$ cat src/rtl/tdc_stream_sequencer_pkg.sv
// Shared defaults, FSM state encoding and the pixel code mapping for the
// TDC stream sequencer.
package tdc_stream_sequencer_pkg;

    localparam int unsigned DEF_NP          = 10;
    localparam int unsigned DEF_PIXEL_NUM   = 6;
    localparam int unsigned DEF_ACQ_NUM     = 4;
    localparam int unsigned DEF_NO_HIT_CODE = 0;

    // FSM state encoding
    localparam logic [1:0] ST_IDLE   = 2'd0;
    localparam logic [1:0] ST_ARM    = 2'd1;
    localparam logic [1:0] ST_STREAM = 2'd2;
    localparam logic [1:0] ST_DONE   = 2'd3;

    // Per-pixel code: no hit -> noHit; a real hit whose tof collides with the
    // no-hit code is bumped by one (saturating) so the builder can tell them apart.
    function automatic logic [31:0] mapCode(input logic        hit,
                                            input logic [31:0] tof,
                                            input logic [31:0] noHit,
                                            input logic [31:0] maxCode);
        logic [31:0] code;
        if (!hit) begin
            code = noHit;
        end else if (tof == noHit) begin
            code = (noHit == maxCode) ? maxCode : noHit + 32'd1;
        end else begin
            code = tof;
        end
        return code;
    endfunction

endpackage

$ cat src/rtl/tdc_stream_sequencer_shot_buffer.sv
// tdc_shot_buffer: capture + stream pixel banks with occupancy flags.
// Ports: loadStream/loadCapture write shotIn into a bank; promote moves the
// capture bank into the stream bank; retire frees the stream bank; rdIdx
// selects the stream-bank pixel on rdData_c. *Nxt_c expose next-cycle flags.
module tdc_shot_buffer #(
    parameter  int unsigned NP        = 10,
    parameter  int unsigned PIXEL_NUM = 6,
    localparam int unsigned IDX_W     = (PIXEL_NUM > 1) ? $clog2(PIXEL_NUM) : 1
) (
    input  logic                    clk,
    input  logic                    res,
    input  logic                    loadStream,
    input  logic                    loadCapture,
    input  logic                    promote,
    input  logic                    retire,
    input  logic [PIXEL_NUM*NP-1:0] shotIn,
    input  logic [IDX_W-1:0]        rdIdx,
    output logic [NP-1:0]           rdData_c,
    output logic                    streamFull,
    output logic                    captureFull,
    output logic                    streamFullNxt_c,
    output logic                    captureFullNxt_c
);

    logic [NP-1:0] shotPix     [PIXEL_NUM];
    logic [NP-1:0] streamBank  [PIXEL_NUM];
    logic [NP-1:0] captureBank [PIXEL_NUM];

    // Unpack the flat shot vector into pixels
    always_comb begin
        for (int i = 0; i < PIXEL_NUM; i++) begin
            shotPix[i] = shotIn[i*NP +: NP];
        end
    end

    // Occupancy; a load or promote wins over retire in the same cycle
    always_comb begin
        streamFullNxt_c  = streamFull;
        captureFullNxt_c = captureFull;
        if (loadStream || promote) begin
            streamFullNxt_c = 1'b1;
        end else if (retire) begin
            streamFullNxt_c = 1'b0;
        end
        if (loadCapture) begin
            captureFullNxt_c = 1'b1;
        end else if (promote) begin
            captureFullNxt_c = 1'b0;
        end
    end

    always_ff @(posedge clk or negedge res) begin
        if (!res) begin
            streamFull  <= 1'b0;
            captureFull <= 1'b0;
        end else begin
            streamFull  <= streamFullNxt_c;
            captureFull <= captureFullNxt_c;
        end
    end

    // Bank payloads are qualified by the flags, so they need no reset
    always_ff @(posedge clk) begin
        if (promote) begin
            streamBank <= captureBank;
        end else if (loadStream) begin
            streamBank <= shotPix;
        end
        if (loadCapture) begin
            captureBank <= shotPix;
        end
    end

    assign rdData_c = streamBank[rdIdx];

endmodule

$ cat src/rtl/tdc_stream_sequencer.sv
// tdc_stream_sequencer: captures per-pixel TDC shots and streams them one
// code per cycle (wrEn/data) to the histogram builder, ACQ_NUM shots a frame.
// Ports: start arms a frame; shot_valid/shot_ready accept a parallel shot
// (hit_vld, hit_tof); frame_done pulses after the frame; overrun flags a
// dropped shot; busy is high outside IDLE.
module tdc_stream_sequencer
    import tdc_stream_sequencer_pkg::*;
#(
    parameter int unsigned NP          = DEF_NP,
    parameter int unsigned PIXEL_NUM   = DEF_PIXEL_NUM,
    parameter int unsigned ACQ_NUM     = DEF_ACQ_NUM,
    parameter int unsigned NO_HIT_CODE = DEF_NO_HIT_CODE
) (
    input  logic                    clk,
    input  logic                    res,
    input  logic                    start,
    input  logic                    shot_valid,
    output logic                    shot_ready,
    input  logic [PIXEL_NUM-1:0]    hit_vld,
    input  logic [PIXEL_NUM*NP-1:0] hit_tof,
    output logic                    wrEn,
    output logic [NP-1:0]           data,
    output logic                    frame_done,
    output logic                    overrun,
    output logic                    busy
);

    localparam int unsigned PIX_W = (PIXEL_NUM > 1) ? $clog2(PIXEL_NUM) : 1;
    localparam int unsigned ACQ_W = $clog2(ACQ_NUM + 1);
    localparam logic [NP-1:0] NO_HIT   = NP'(NO_HIT_CODE);
    localparam logic [NP-1:0] MAX_CODE = '1;

    logic [1:0]             state, stateNext;
    logic [PIX_W-1:0]       pixCnt, pixNext;
    logic [ACQ_W-1:0]       acqCnt, acqNext;
    logic                   overrunNext;
    logic [PIXEL_NUM*NP-1:0] mappedShot;
    logic [NP-1:0]          rdData_c;
    logic                   streamFull, captureFull, streamFullNxt_c, captureFullNxt_c;
    logic                   lastPixel, shotDone, accept, loadStream, loadCapture, promote;

    // Map raw TDC results to stream codes at capture time
    always_comb begin
        for (int i = 0; i < PIXEL_NUM; i++) begin
            mappedShot[i*NP +: NP] = NP'(mapCode(hit_vld[i], 32'(hit_tof[i*NP +: NP]),
                                                 32'(NO_HIT), 32'(MAX_CODE)));
        end
    end

    // A full stream bank always emits; the shot ends on its last pixel
    assign lastPixel = (pixCnt == PIX_W'(PIXEL_NUM - 1));
    assign shotDone  = streamFull && lastPixel;
    assign accept    = shot_valid && shot_ready;
    // A shot goes straight to the stream bank if it is idle or freeing now
    assign loadStream  = accept && (!streamFull || (shotDone && !captureFull));
    assign loadCapture = accept && !loadStream;
    assign promote     = shotDone && captureFull;

    tdc_shot_buffer #(
        .NP        (NP),
        .PIXEL_NUM (PIXEL_NUM)
    ) u_buf (
        .clk              (clk),
        .res              (res),
        .loadStream       (loadStream),
        .loadCapture      (loadCapture),
        .promote          (promote),
        .retire           (shotDone),
        .shotIn           (mappedShot),
        .rdIdx            (pixCnt),
        .rdData_c         (rdData_c),
        .streamFull       (streamFull),
        .captureFull      (captureFull),
        .streamFullNxt_c  (streamFullNxt_c),
        .captureFullNxt_c (captureFullNxt_c)
    );

    // Next state and counters
    always_comb begin
        stateNext   = state;
        pixNext     = pixCnt;
        acqNext     = acqCnt;
        overrunNext = overrun;
        case (state)
            ST_IDLE: begin
                if (start) begin
                    stateNext   = ST_ARM;
                    acqNext     = '0;
                    overrunNext = 1'b0;
                end
            end
            ST_ARM, ST_STREAM: begin
                if (streamFull) begin
                    stateNext = ST_STREAM;
                    pixNext   = lastPixel ? '0 : PIX_W'(pixCnt + 1'b1);
                    if (lastPixel) begin
                        acqNext = ACQ_W'(acqCnt + 1'b1);
                    end
                end else if (acqCnt == ACQ_W'(ACQ_NUM)) begin
                    stateNext = ST_DONE;
                end else begin
                    stateNext = ST_ARM;
                end
                if (shot_valid && !shot_ready) begin
                    overrunNext = 1'b1;
                end
            end
            ST_DONE: stateNext = ST_IDLE;
            default: stateNext = ST_IDLE;
        endcase
    end

    // State, counters and registered outputs
    always_ff @(posedge clk or negedge res) begin
        if (!res) begin
            state      <= ST_IDLE;
            pixCnt     <= '0;
            acqCnt     <= '0;
            wrEn       <= 1'b0;
            data       <= '0;
            shot_ready <= 1'b0;
            frame_done <= 1'b0;
            overrun    <= 1'b0;
            busy       <= 1'b0;
        end else begin
            state      <= stateNext;
            pixCnt     <= pixNext;
            acqCnt     <= acqNext;
            wrEn       <= streamFull;
            data       <= streamFull ? rdData_c : '0;
            // Ready while open, capture bank free and the frame not fully booked
            shot_ready <= ((stateNext == ST_ARM) || (stateNext == ST_STREAM)) && !captureFullNxt_c
                          && (({1'b0, acqNext} + (ACQ_W + 1)'(streamFullNxt_c)) < (ACQ_W + 1)'(ACQ_NUM));
            frame_done <= (stateNext == ST_DONE);
            overrun    <= overrunNext;
            busy       <= (stateNext != ST_IDLE);
        end
    end

endmodule

$ cat config.mk
export PLATFORM = sky130hd
export DESIGN_NAME = tdc_stream_sequencer
export DESIGN_NICKNAME = d
export VERILOG_FILES = /design/src/rtl/tdc_stream_sequencer_pkg.sv /design/src/rtl/tdc_stream_sequencer_shot_buffer.sv /design/src/rtl/tdc_stream_sequencer.sv
export SDC_FILE = /design/constraint.sdc
export NUM_CORES = 1
export LEC_CHECK = 0
export CORE_MARGIN = 1
export CORE_UTILIZATION = 40
export DETAILED_ROUTE_END_ITERATION = 12
export PLACE_DENSITY_LB_ADDON = 0.25
export REMOVE_ABC_BUFFERS = 1
export SYNTH_ARGS = -nofsm -noshare
export SYNTH_HDL_FRONTEND = slang
export SYNTH_SLANG_ARGS = --single-unit
$ cat constraint.sdc
create_clock -name clk -period 4.3 [get_ports clk]
set_input_delay 1.29 -clock clk [delete_from_list [all_inputs] [get_ports clk]]
set_output_delay 1.29 -clock clk [all_outputs]
set_load 0.1 [all_outputs]
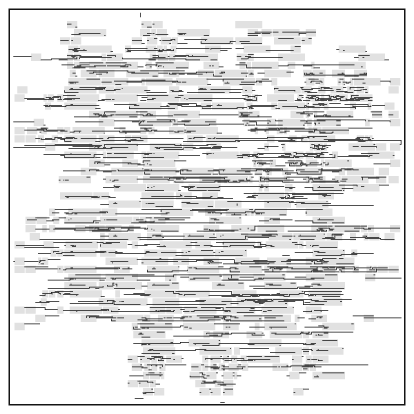
Run 1: metal 1
Drawn at 3 px/um.
longest straight run: 35.2 um
nets with wire on the layer: 520
Vias: 3598
final WL: 12170 um
met1 Use GR: 20.38%

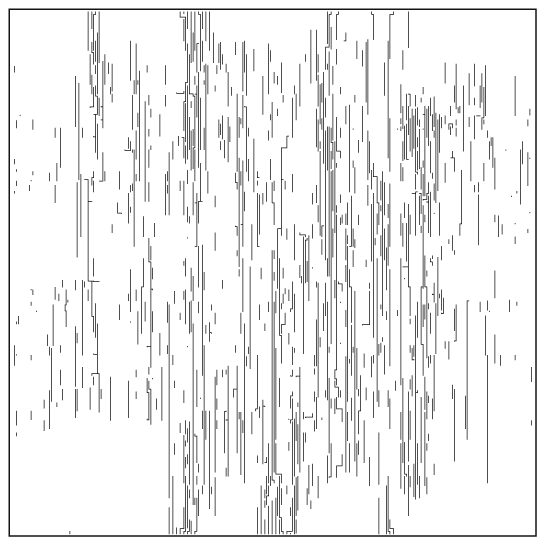
Run 1: met2 routing
Drawn at 4 px/um.
main direction: vertical
wire length on this layer: 5760 um
share of all routed wire: 47%
met2 usage: 24.17%

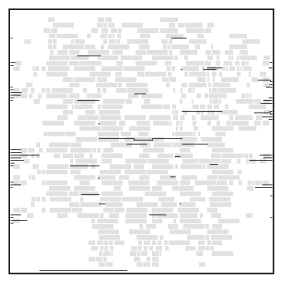
Run 1: metal 3
Drawn at 2 px/um.
longest straight run: 43.5 um
share of all routed wire: 3.1%
nets with wire on the layer: 50
wire length on this layer: 380 um
met3 Usage GRT: 3.395%

==> summary.txt, run 1 <==
run metrics: placed insts approximately 700, crit path max fanout 4, hold path endpoint u_buf.streamBank[34], grt ovf 0, Non-CTS inverters 20, Max-area cell class sequential cells, pre-CTS WS around 1.2 ns, Non-Clock Buffer Area Fraction 10.79%, GPL Wtd Cong about 0.74, FF-to-FF setup slack roughly 1.4 ns, Max H-tree Level 4, HPWL Detailed 8643 um, Post-Synthesis Cells between 400 and 500, highest-count logic cell in the final layout edfxtp_1, DIE AREA approximately 0.017 mm^2, initial DRC count approximately 240, clock latency on the worst-skew pair about 0.42 ns, DRC viols 0, fin crit share between 70% and 80%, Top cells excl fill/tap 120 x edfxtp_1, 84 x clkdlybuf4s50_1, 64 x and2_1, Slowest cell on crit path clkdlybuf4s50_1, synth cell count leaders 120 x edfxtp_1, 64 x and2_1, 59 x mux2_4, # diodes 0, remaining antenna violation count 0, post-synthesis cell type count 39, CTS root buffer clkbuf_16, placed cell areas between 0.007 and 0.008 mm^2, Comb/total area 26.93%, clock slew at reported path FFs about 0.060 ns, Seq area share about half, delay-heaviest family, CP buffers and inverters, DRT Pass-1 Iters 4, Final setup violation count 0, area reported by Yosys stat ~0.0067 mm^2, Slew Viols, Final 0, asr flop ratio synth 17.24%, WHS 0.5402 ns, TritonCTS clock tree built, Setup Skew roughly 0.0055 ns, CTS buffer count 17, min Tclk post-route around 3.2 ns, vias per cell between 4 and 5, Avg Synthesized Cell Area around 16 um^2, Slew headroom between 20% and 30%, clock sink total between 100 and 150, placeable core area approximately 0.016 mm^2, RSZ-0062 raised after global routing false, crit start category flip-flop, Synthesized registers 145, comb. cell area 0.002206 mm^2, most instantiated library cell after synthesis edfxtp_1, first-pass GRT wire length around 20000 um, Hold Path Stages 1, Largest regs u_buf.captureBank (60), u_buf.streamBank (60), data (10), fp util 41.52%, reg2reg path depth 4, crit-path cells clkdlybuf4s50_1, CP arrival about 2.0 ns, fill cell count approximately 1.4k, worst-margin pin slew approximately 1.1 ns, top area contributor share 53.85%, worst endpoint required time 3.01 ns, Die Y 131.3 um, Worst Path Buf+Inv 1, Ys Warns 0, TAP cells about 220, Synth Seq Share a little over three fifths, Total Routing Usage GR 15.35%, worst setup path endpoint shot_ready, Levels on crit path 1, peak per-stage delay on the critical path 1.15 ns, vias in the first global route ~3.8k, post-layout util a little over 50%, chip width about 130 um, maximum vdd drop between 0.4 and 0.5 mV, Longest Clk Path Bufs 2, hold crit path type flip-flop to flip-flop, max_cap viols 0, fmax 307.8 MHz, FFs & Latches roughly 150, IO Count 85, Avg WL per Cell ~17 um, Seq. cell area about 0.0042 mm^2, final cell count without fillers about 740, final net count 582, Layout area overhead 22.40%, Synth area leaders edfxtp_1 54%, mux2_4 13%, dfrtp_1 9.3%, and2_1 6.0%, mux4_2 3.4%, share of cells above drive strength 1 between 20 and 25%, Worst setup startpoint shot_ready, #MultiIn Comb around 230, Pwr Density approximately 600 mW/mm^2, mapped cell area 0.006691 mm^2, run status completed, largest net degree at the start of global routing ~61, fin area 0.008190 mm^2, yosys stat cell total 415, OpenROAD warnings 28, Setup Buffers After CTS 0, hold wc startpoint u_buf.captureBank[34], Final WS setup between 1 and 1.5 ns, RR Endpoint u_buf.streamBank[34], Rows 46, Non-clock buffers a little under 90, # clk buffers 17, Power, Total 4.876 mW, Clock buf/inv share 6.431%, main flop type edfxtp_1, Port Buffers about 84, Hold Buf Count CTS 0, biggest area consumer among synthesized cells edfxtp_1, crit path kind flip-flop to primary output, initial antenna violation count 0, Hold Vio Cnt, Final 0
[run 1: per-layer routing]
layer / vias up / track usage, % / share of wire, %
met5: - / 0 / 0
met4: 0 / 6.783 / 1.6
met3: 16 / 3.395 / 3.1
met2: 73 / 24.17 / 47
met1: 1770 / 20.38 / 48
li1: 1739 / - / -
[run 1: cell families (layout without fill, tap and decap cells)]
kind of cell	after synthesis	count (layout)	synth area share, %
flops	145	145	63.20
simple gates	112	112	9.891
mux	81	81	18.42
buf+inv	36	140	3.945
compound gates	34	34	3.291
fa+ha+maj	6	6	1.122
xor+xnor	1	1	0.1309
[run 1: power breakdown]
group,switching (mW),internal [mW]
sequential,0.130,1.82
combinational,1.00,0.616
clock,0.529,0.776
total,1.66,3.21
Run 1, met4 routing:
Drawn at 2 px/um.
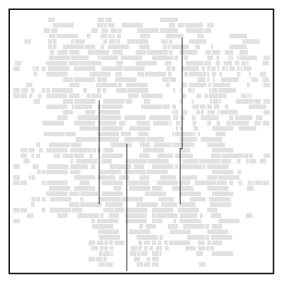

==> inputs of run 2 (changes only) <==
==> constraint.sdc (replaced) <==
create_clock -name clk -period 2.9 [get_ports clk]
set_input_delay 0.87 -clock clk [delete_from_list [all_inputs] [get_ports clk]]
set_output_delay 0.87 -clock clk [all_outputs]
set_load 0.1 [all_outputs]
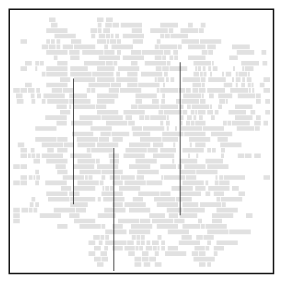
Run 2: met4 routing
Drawn at 2 px/um.
wire length on this layer: 200 um
main direction: vertical
share of all routed wire: 1.6%
nets with wire on the layer: 2
Vias: 3590
final WL: 12390 um

==> summary.txt, run 2 <==
run metrics: run status completed, Avg Synthesized Cell Area 16.12 um^2 (unchanged), Avg WL per Cell 16.69 um (+0.80%), final net count 589 (+1.2%), yosys stat cell total 415 (unchanged), Slew headroom 70.37% (+45 points), combinational cell fraction of total power 32.8% (-0.4 points), # diodes 0 (unchanged), Rows 46 (unchanged), Port Buffers 84 (unchanged), Post-Synthesis Cells 415 (unchanged), Max H-tree Level 4 (unchanged), highest-count logic cell in the final layout edfxtp_1, placed cell areas 0.007691 mm^2 (+0.36%), clock sink total 145 (unchanged), CTS buffer count 17 (unchanged), hold crit path type flip-flop to flip-flop, delay-heaviest family, CP simple AND/OR/NAND/NOR gates, clock latency on the worst-skew pair 0.41 ns (about the same), Main logic family multiplexers, Synth Seq Share 63.20% (unchanged), placeable core area 0.01612 mm^2 (unchanged), share of cells above drive strength 1 24.52% (+4.3 points), fin crit share between 70% and 80%, worst endpoint required time 3.06 ns (+0.05 ns), crit start category flip-flop, yosys xor share 0.1309% (unchanged), first-pass GRT wire length 20070 um (-0.20%), hold path endpoint u_buf.streamBank[34], placed insts 710 (+1.0%), fp util 41.52% (unchanged), fmax 448.2 MHz, fin area 0.008318 mm^2 (+1.6%), DRC viols 0 (unchanged), Simple-Gate Area Share 9.892% (unchanged), Hold Path Stages 1 (unchanged), Top cells excl fill/tap 120 x edfxtp_1, 69 x clkdlybuf4s50_1, 64 x and2_1, crit path max fanout 33 (+29), asr flop ratio synth 17.24% (unchanged), Worst setup startpoint pixCnt[1], DIE AREA 0.01725 mm^2 (unchanged), CTS root buffer clkbuf_16, Longest Clk Path Bufs 2 (unchanged), biggest area consumer among synthesized cells edfxtp_1, met2 usage 24.41% (+0.24 points), Setup Skew 0.004554 ns (-0.0009713 ns), synth cell count leaders 120 x edfxtp_1, 64 x and2_1, 59 x mux2_4, Slew Viols, Final 0 (unchanged), OpenROAD warnings 28 (unchanged), RR Endpoint u_buf.streamBank[20], Sw Ratio 32.93% (-1.2 points), most instantiated library cell after synthesis edfxtp_1, Logic power comb 2.48 mW (+53%), Switch Pwr 2.490 mW (+50%), Synthesized registers 145 (unchanged), largest net degree at the start of global routing 61 (unchanged), Hold Buf Count CTS 0 (unchanged), remaining antenna violation count 0 (unchanged), Synth area leaders edfxtp_1 54%, mux2_4 13%, dfrtp_1 9.3%, and2_1 6.0%, mux4_2 3.4%, Worst Path Buf+Inv 1 (unchanged), Synth mux share 18.42% (unchanged), Layout area overhead 24.31%, Ys Warns 0 (unchanged), peak per-stage delay on the critical path 0.48 ns (-0.67 ns), Post-Synth Adder-Cell Area 1.122% (unchanged), met3 Usage GRT 3.164% (-0.23 points), Largest Pwr Group sequential cells, RSZ-0062 raised after global routing false, Setup Buffers After CTS 0 (unchanged)
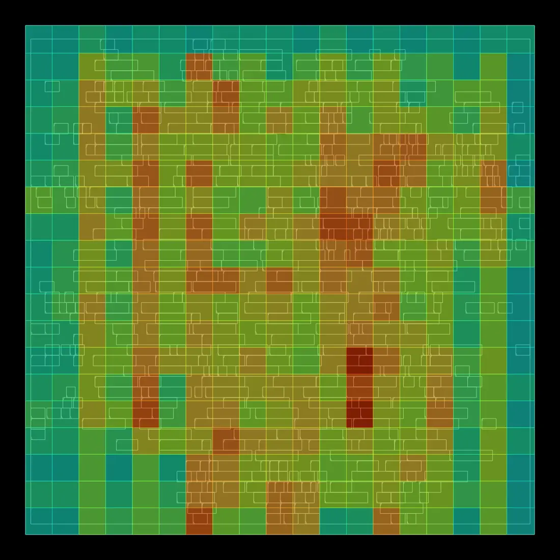
Run 2: congestion heat map
post-layout util: 51.61%
met1 Use GR: 20.49%
Total Routing Usage GR: 15.33%

[run 2: how the worst max path moves through the flow]
stage | end | slack (ns)
floorplan | u_buf.captureBank[0] | -1.30
global placement | u_buf.captureBank[28] | 0.48
finish | u_buf.streamBank[20] | 0.67
global route | u_buf.streamBank[7] | 0.56
detailed placement | u_buf.captureBank[12] | 0.45
CTS | u_buf.streamBank[20] | 0.68
[run 2: layer usage]
layer | wire [um] | vias up | part of all wire [%]
met4 | 199 | 0 | 1.6
met2 | 5911 | 81 | 48
met5 | 0 | - | 0
met3 | 424 | 13 | 3.4
met1 | 5851 | 1751 | 47
li1 | - | 1745 | -
[run 2: cell type report]
type	count	area [um^2]
fill	1352	7797
sequential	145	4229
clock inverter	8	92.59
tap	216	270.3
inverter	20	75.07
timing repair buffer	95	910.9
clock buffer	24	534.3
multi-input combinational	234	2206
Power figures rest on the tool's default switching activity, not on a simulated workload.
